===== src/rtl/seg7_pkg.sv =====
// Shared types and constants for the multiplexed seven-segment scan controller.
// Segment patterns are active-low in {g,f,e,d,c,b,a} order.
package seg7_pkg;

  typedef enum logic {
    BLANK = 1'b0,
    DRIVE = 1'b1
  } scan_state_e;

  localparam logic [6:0] SEG_OFF = 7'h7F;

  localparam logic [6:0] HEX_SEG [16] = '{
    7'h40, 7'h79, 7'h24, 7'h30,
    7'h19, 7'h12, 7'h02, 7'h78,
    7'h00, 7'h10, 7'h08, 7'h03,
    7'h46, 7'h21, 7'h06, 7'h0E
  };

endpackage


===== src/rtl/seg7_hex_decode.sv =====
// Combinational hex-nibble to active-low segment decoder with a blank override.
module seg7_hex_decode
  import seg7_pkg::*;
(
  input  logic [3:0] nibble,
  input  logic       blank,
  output logic [6:0] pattern
);

  assign pattern = blank ? SEG_OFF : HEX_SEG[nibble];

endmodule


===== src/rtl/seg7_scan_controller.sv =====
// Time-multiplexed 4-digit seven-segment driver with anti-ghost blanking,
// frame-synchronous double buffering and optional leading-zero blanking.
module seg7_scan_controller
  import seg7_pkg::*;
#(
  parameter int DIGITS    = 4,
  parameter int SCAN_DIV  = 100000,
  parameter int BLANK_CYC = 1000
) (
  input  logic                  in_clk,
  input  logic                  reset,
  input  logic                  load,
  input  logic [4*DIGITS-1:0]   value,
  input  logic [DIGITS-1:0]     dp_in,
  input  logic                  lz_blank,
  output logic                  pending,
  output logic                  frame_tick,
  output logic [DIGITS-1:0]     an,
  output logic [6:0]            seg,
  output logic                  dp
);

  localparam int CW = (SCAN_DIV > 1) ? $clog2(SCAN_DIV) : 1;
  localparam int IW = (DIGITS > 1) ? $clog2(DIGITS) : 1;
  localparam logic [CW-1:0] SLOT_LAST  = CW'(SCAN_DIV - 1);
  localparam logic [CW-1:0] BLANK_LAST = CW'(BLANK_CYC - 1);
  localparam logic [IW-1:0] IDX_LAST   = IW'(DIGITS - 1);

  scan_state_e state, state_next;
  logic [CW-1:0] cnt, cnt_next;
  logic [IW-1:0] idx, idx_next;
  logic frame_boundary;

  logic [4*DIGITS-1:0] shadow, display;
  logic [DIGITS-1:0]   shadow_dp, display_dp;

  logic [DIGITS-1:0] lz_mask;
  logic              zero_run;
  logic [3:0]        cur_nibble;
  logic              cur_blank;
  logic [6:0]        cur_pattern;
  logic [DIGITS-1:0] an_next;
  logic [6:0]        seg_next;
  logic              dp_next;

  always_ff @(posedge in_clk) begin
    if (reset) begin
      state <= BLANK;
      cnt   <= '0;
      idx   <= '0;
    end else begin
      state <= state_next;
      cnt   <= cnt_next;
      idx   <= idx_next;
    end
  end

  always_comb begin
    state_next     = state;
    cnt_next       = cnt + CW'(1);
    idx_next       = idx;
    frame_boundary = 1'b0;
    case (state)
      BLANK: begin
        if (cnt == BLANK_LAST) state_next = DRIVE;
      end
      DRIVE: begin
        if (cnt == SLOT_LAST) begin
          state_next     = BLANK;
          cnt_next       = '0;
          idx_next       = (idx == IDX_LAST) ? '0 : idx + IW'(1);
          frame_boundary = (idx == IDX_LAST);
        end
      end
      default: begin
        state_next = BLANK;
        cnt_next   = '0;
        idx_next   = '0;
      end
    endcase
  end

  // A load on the frame edge lands in the shadow after the commit has taken the old contents.
  always_ff @(posedge in_clk) begin
    if (reset) begin
      shadow     <= '0;
      shadow_dp  <= '0;
      display    <= '0;
      display_dp <= '0;
      pending    <= 1'b0;
    end else begin
      if (frame_boundary && pending) begin
        display    <= shadow;
        display_dp <= shadow_dp;
      end
      if (load) begin
        shadow    <= value;
        shadow_dp <= dp_in;
        pending   <= 1'b1;
      end else if (frame_boundary) begin
        pending <= 1'b0;
      end
    end
  end

  always_comb begin
    lz_mask  = '0;
    zero_run = lz_blank;
    for (int i = DIGITS - 1; i >= 1; i--) begin
      zero_run   = zero_run && (display[4*i +: 4] == 4'h0);
      lz_mask[i] = zero_run;
    end
  end

  assign cur_nibble = display[4*idx_next +: 4];
  assign cur_blank  = (state_next == BLANK) || lz_mask[idx_next];

  seg7_hex_decode u_decode (
    .nibble  (cur_nibble),
    .blank   (cur_blank),
    .pattern (cur_pattern)
  );

  // Outputs are computed from the next state so they switch on the entering edge.
  always_comb begin
    an_next  = '1;
    seg_next = SEG_OFF;
    dp_next  = 1'b1;
    if (state_next == DRIVE) begin
      an_next[idx_next] = 1'b0;
      seg_next          = cur_pattern;
      dp_next           = ~display_dp[idx_next];
    end
  end

  always_ff @(posedge in_clk) begin
    if (reset) begin
      an         <= '1;
      seg        <= SEG_OFF;
      dp         <= 1'b1;
      frame_tick <= 1'b0;
    end else begin
      an         <= an_next;
      seg        <= seg_next;
      dp         <= dp_next;
      frame_tick <= frame_boundary;
    end
  end

endmodule


===== config.mk =====
export PLATFORM = sky130hd
export DESIGN_NAME = seg7_scan_controller
export DESIGN_NICKNAME = d
export VERILOG_FILES = /design/src/rtl/seg7_pkg.sv /design/src/rtl/seg7_hex_decode.sv /design/src/rtl/seg7_scan_controller.sv
export SDC_FILE = /design/constraint.sdc
export NUM_CORES = 1
export LEC_CHECK = 0
export CORE_ASPECT_RATIO = 1.2
export CORE_MARGIN = 5
export CORE_UTILIZATION = 50
export DETAILED_ROUTE_END_ITERATION = 10
export PLACE_DENSITY = 0.73
export RECOVER_POWER = 100
export SETUP_SLACK_MARGIN = 0.05
export SLEW_MARGIN = 25
export SYNTH_ARGS = -nofsm -noshare
export SYNTH_HDL_FRONTEND = slang
export SYNTH_HIERARCHICAL = 1
export SYNTH_SLANG_ARGS = --single-unit

===== constraint.sdc =====
create_clock -name in_clk -period 5.2 [get_ports in_clk]
set_clock_uncertainty 0.2 [all_clocks]
set_input_delay 1.3 -clock in_clk [delete_from_list [all_inputs] [get_ports in_clk]]
set_output_delay 1.3 -clock in_clk [all_outputs]
set_load 0.05 [all_outputs]

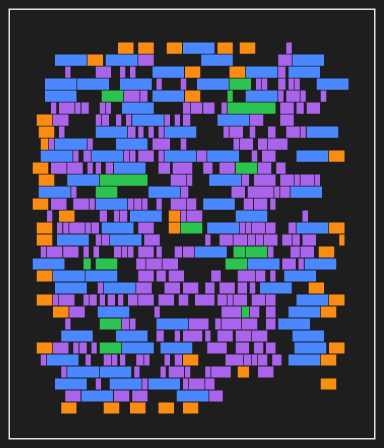
run_1/placement_by_type.png
Key: remaining buffers and delay cells = orange [cells 41]; combinational and other logic = purple [cells 250]; clock drivers and dummy loads = green [cells 16]; sequential cells = blue [cells 74]
Seq area share: 0.3915
final instance area: 0.003784 mm2

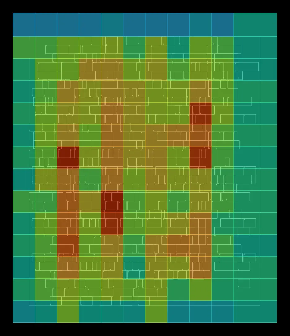
run_1/congestion.png
met3 usage: 0.04182
drt wl/cell: 13.03 um
final core utilization: 0.6213
GR Util met1: 0.2102
total track usage: 0.1622

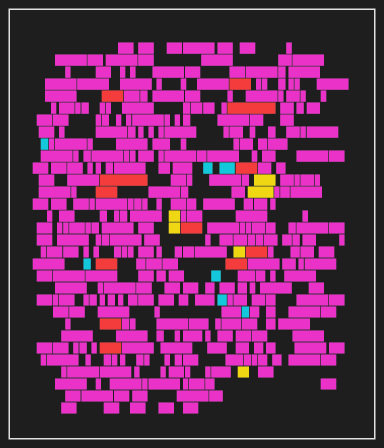
run_1/sizes.png
Key: _6 and larger = red [cells 12]; _0 and _1 cells = magenta [cells 356]; _2 cells = cyan [cells 7]; _3 and _4 cells = yellow [cells 6]

==> reports/results.ini, run 1 <==
[run_status]
failed_checks=capacitance limit, slew limit
outcome=finished, violations left

[grt]
grt_pass1_wl_um=10230
grt_max_degree=48
grt_overflow=0

[critical_path]
path_class=in2reg
critPathCapture=an[3]$_SDFF_PP1_
path_cells=dlygate4sd3_1, clkbuf_1, or2_0, or2_2, inv_1, nand3_1
cp.depth=6

[logic_synthesis]
async_reset_ff_frac=0
synthFlopType=dfxtp_1
syn_avg_cell_area_um2=9.254
syn-cell-area_mm2=0.003156
synth_seq_share=0.4695

[sta]
setup_viol_count_final=0
finalClockPeriodUsage=0.8887
finalMaxSlewViolations=48
worstMarginPinSlew_ns=2.048

[placement]
io_buffers=37
dp_hpwl_um=4289

[power_and_ir_drop]
pwr-share-comb=0.045
leakagePower_nw=1.496

[clocking]
cts_root_buffer=clkbuf_8
cts_resized=0
htree_levels=3

[min_path]
min_path_type=reg2reg
hold_start=shadow[11]$_SDFFE_PP0P_

[floorplan]
chip_area_mm2=0.008007
die_y_um=97.03
row_count=31

[final_layout]
area_delta_synth_final_pct=19.90

[job]
cap_violations=1

==> run 1: power by group through the flow <==
stage	logic (mW)	clock network (mW)	registers (mW)
2_1_floorplan	0.0279	0	0.598
3_3_place_gp	0.0516	0	0.598
3_5_place_dp	0.0519	0	0.599
4_1_cts	0.0521	0.493	0.585
5_1_grt	0.0563	0.520	0.587
6_report	0.0507	0.485	0.586
==> run 1: metal layers <==
layer	vias to the layer above	wire length [um]	global-route usage	part of all wire
met5	-	0	0	0
met4	0	114	0.07421	0.019
met3	12	306	0.04182	0.051
met2	54	2980	0.2481	0.49
met1	1097	2634	0.2102	0.44
li1	1237	-	-	-
==> run 1: cells in the mapped netlist (2+ instances only) <==
cell / count / share of area
nand3_1: 10 / 0.016
nor3_1: 2 / 0.0032
xor2_1: 10 / 0.028
buf_2: 5 / 0.0079
ha_1: 9 / 0.036
xnor2_1: 5 / 0.014
or2_2: 3 / 0.0059
clkbuf_1: 5 / 0.0059
nand2_1: 49 / 0.058
nand4_1: 2 / 0.0040
a32oi_1: 2 / 0.0056
nor2b_1: 2 / 0.0040
and4_1: 3 / 0.0083
inv_1: 5 / 0.0059
a21oi_1: 22 / 0.035
nand4b_1: 2 / 0.0056
buf_1: 5 / 0.0059
mux2_1: 2 / 0.0071
nor2_1: 47 / 0.056
mux2i_1: 38 / 0.12
nor4b_1: 2 / 0.0056
nand2b_1: 2 / 0.0040
dfxtp_1: 74 / 0.47
buf_6: 2 / 0.0071
nor4_1: 4 / 0.0079
a221o_1: 2 / 0.0063
nand3b_1: 2 / 0.0048
or3_1: 8 / 0.016
and3_1: 5 / 0.0099
a311o_1: 2 / 0.0063
==> run 1: tightest hold or removal path, delay by kind of cell (launching register included) <==
family / cells / cell delay (ns)
AND-OR/OR-AND: 1 / 0.05
AND/OR/NAND/NOR: 1 / 0.05
flip-flops: 1 / 0.31
==> run 1: per-stage QoR <==
stage	utilization	total power, mW	hold slack, ns	std cells
after global routing	0.6213	1.163	0.2755	463
after CTS	0.6219	1.131	0.2604	463
final	0.6213	1.121	0.2621	463
after detailed placement	0.5860	0.6505	0.2472	447
after global placement	0.5868	0.6499	0.2421	447
after floorplan	-	0.6263	0.2298	341
==> run 1: cells by family after synthesis <==
family / synth area share
and+or+nand+nor: 0.2280
buffers and inverters: 0.03291
adders and majority gates: 0.03569
muxes: 0.1277
xor gates and xnor gates: 0.04163
DFF: 0.4695
AOI/OAI and AO/OA: 0.06464
==> run 1: final cells by class <==
type	count	area [um2]	area share
Sequential cell	74	1481	0.3915
Clock buffer	11	141.4	0.03737
Clock inverter	5	77.57	0.02050
Tap cell	82	102.6	0.02712
Timing Repair Buffer	41	391.6	0.1035
Multi-Input combinational cell	245	1570	0.4150
Inverter	5	18.77	0.004960
==> run 1: registers in the layout, indices dropped and copies added, names as in the netlist <==
signal      cells
an              4
cnt            17
display        16
display_dp      4
dp              1
frame_tick      1
idx             2
pending         1
seg             7
shadow         16
shadow_dp       4
state           1
==> inputs of run 2 (changes only) <==
Settings changed: DONT_BUFFER_PORTS set to 1, PLACE_DENSITY 0.73 to not set.
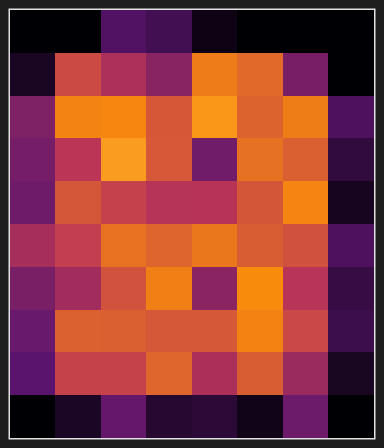
run_2/cell_density.png
8 x 10 tiles, from black (low) to pale yellow (high), 0 to 100% covered.
The fullest tile reaches 78%. The emptiest ninth of the die: north-east. 2.5% of the tiles are over 75% full. 10% of the tiles are nearly empty. The mean over all tiles is 41%.

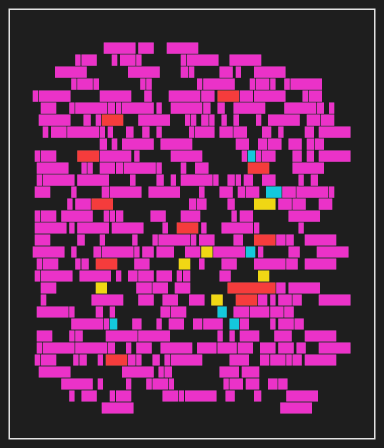
run_2/sizes.png
Key: _2 cells = cyan [cells 6]; _0 and _1 cells = magenta [cells 319]; _6 and larger = red [cells 11]; _3 and _4 cells = yellow [cells 6]
P&R area growth vs syn: 7.018%
final instance area: 0.003377 mm2

==> run 2 against run 1 <==
The run now ends clean. Final cell count fell by 8.4%. Via count fell by 6.6%. Global-route usage up 0.63 points. Largest cell class unchanged. Total power fell by 7.1%. Register-to-register slack worse by 0.13 ns. Non-clock buffer count fell by 38. Cell area fell by 11%. Worst hold slack lost 0.0077 ns. Worst setup slack better by 0.11 ns. Area after synthesis unchanged. Utilization down 6.7 points. Clock power decreased by 11%.
==> reports/results.ini, run 2 <==
[run_status]
outcome=finished clean

[min_path]
min_path_type=reg2reg

[clocking]
htree_levels=3
cts_resized=0
cts_root_buffer=clkbuf_8

[grt]
groute.layer.met3.usage=0.04554
grt_overflow=0
use_met1=0.2271
grt_max_degree=48
grt_pass1_wl_um=10570
use_met2=0.2457
busiest_layer=met2

[logic_synthesis]
area_leaders=dfxtp_1 47%, mux2i_1 12%, nand2_1 5.8%
yosys.area.top_type=dfxtp_1
netlist_top_cells_count=74 x dfxtp_1, 49 x nand2_1, 47 x nor2_1
syn_avg_cell_area_um2=9.254
syn-cell-area_mm2=0.003156
top_cell=dfxtp_1
synth_seq_share=0.4695
synth_top_area_share=0.4695
async_reset_ff_frac=0
synthFlopType=dfxtp_1

[job]
warnings=32
cap_violations=0

[final_layout]
regMostFlops=cnt
largest_reg_flops=17
top_regs=cnt (17), display (16), shadow (16)

[sta]
whs_ns=0.2544
worstMarginPinSlew_ns=1.142
rsz0062_at_grt=no
setup_viol_count_final=0
finalClockPeriodUsage=0.8676
finalMaxSlewViolations=0

[critical_path]
cp.depth=12
path_cells=nand4b_1, or4b_4, nor3_1, mux2i_1, buf_4, mux2i_1, mux2i_1, inv_1, ha_1, or2_2, a311o_1, or3_1
path_class=reg2reg

[placement]
dp_hpwl_um=4213
io_buffers=0

[route]
wl_per_cell_um=14.13

[floorplan]
die_y_um=97.03
chip_area_mm2=0.008007
row_count=31

[power_and_ir_drop]
leakagePower_nw=1.345
pwr-share-comb=0.021

[run 2: power groups by stage]
stage	logic [mW]	clock network [mW]	registers (mW)
after floorplan	0.0279	0	0.598
after global placement	0.0213	0	0.600
after detailed placement	0.0219	0	0.601
after CTS	0.0220	0.447	0.587
after global routing	0.0260	0.481	0.589
final	0.0215	0.432	0.587
[run 2: routing by layer]
metal  part of all wire  vias up
li1                   -     1157
met1               0.47     1035
met2               0.46       37
met3              0.040       12
met4              0.023        0
met5                  0        -
[run 2: layout make-up]
class,instances,area [um2],share of cell area
Timing Repair Buffer,3,22.52,0.006669
Sequential cell,74,1481,0.4387
Clock inverter,5,55.05,0.01630
Tap cell,82,102.6,0.03038
Multi-Input combinational cell,245,1559,0.4617
Inverter,5,18.77,0.005558
Clock buffer,10,137.6,0.04076
[run 2: cells by family (layout without fill, tap and decap cells)]
| kind of cell | after synthesis | count (layout) | synth area share |
|---|---|---|---|
| buf+inv | 22 | 23 | 0.03291 |
| flops | 74 | 74 | 0.4695 |
| simple gates | 149 | 149 | 0.2280 |
| xor+xnor | 15 | 15 | 0.04163 |
| fa+ha+maj | 9 | 9 | 0.03569 |
| mux | 40 | 40 | 0.1277 |
| compound gates | 32 | 32 | 0.06464 |
[run 2: final timing paths]
path,to,from
worst max-delay path,seg[1]$_SDFF_PP1_,cnt[10]$_SDFF_PP0_
worst min-delay path,display[13]$_SDFFE_PP0P_,shadow[13]$_SDFFE_PP0P_
worst max register to register,seg[1]$_SDFF_PP1_,cnt[10]$_SDFF_PP0_
worst min register to register,display[13]$_SDFFE_PP0P_,shadow[13]$_SDFFE_PP0P_
[run 2: through the flow]
step | cells | cell area, um2 | worst slack, ns | utilization | power [mW]
after floorplan | 341 | 3156 | 1.179 | - | 0.6263
after global placement | 409 | 3196 | 1.174 | 0.5248 | 0.6217
after detailed placement | 409 | 3196 | 1.023 | 0.5248 | 0.6225
after CTS | 424 | 3388 | 0.9946 | 0.5564 | 1.056
after global routing | 424 | 3377 | 0.3609 | 0.5546 | 1.096
final | 424 | 3377 | 0.6886 | 0.5546 | 1.041
[run 2: worst min-delay path, cell delays in order, from the launching register on]
cell	delay [ns]
dfxtp_1	0.31
nand2_1	0.05
a21oi_1	0.05
No activity file was given, so power comes from the tool's default toggle rates.
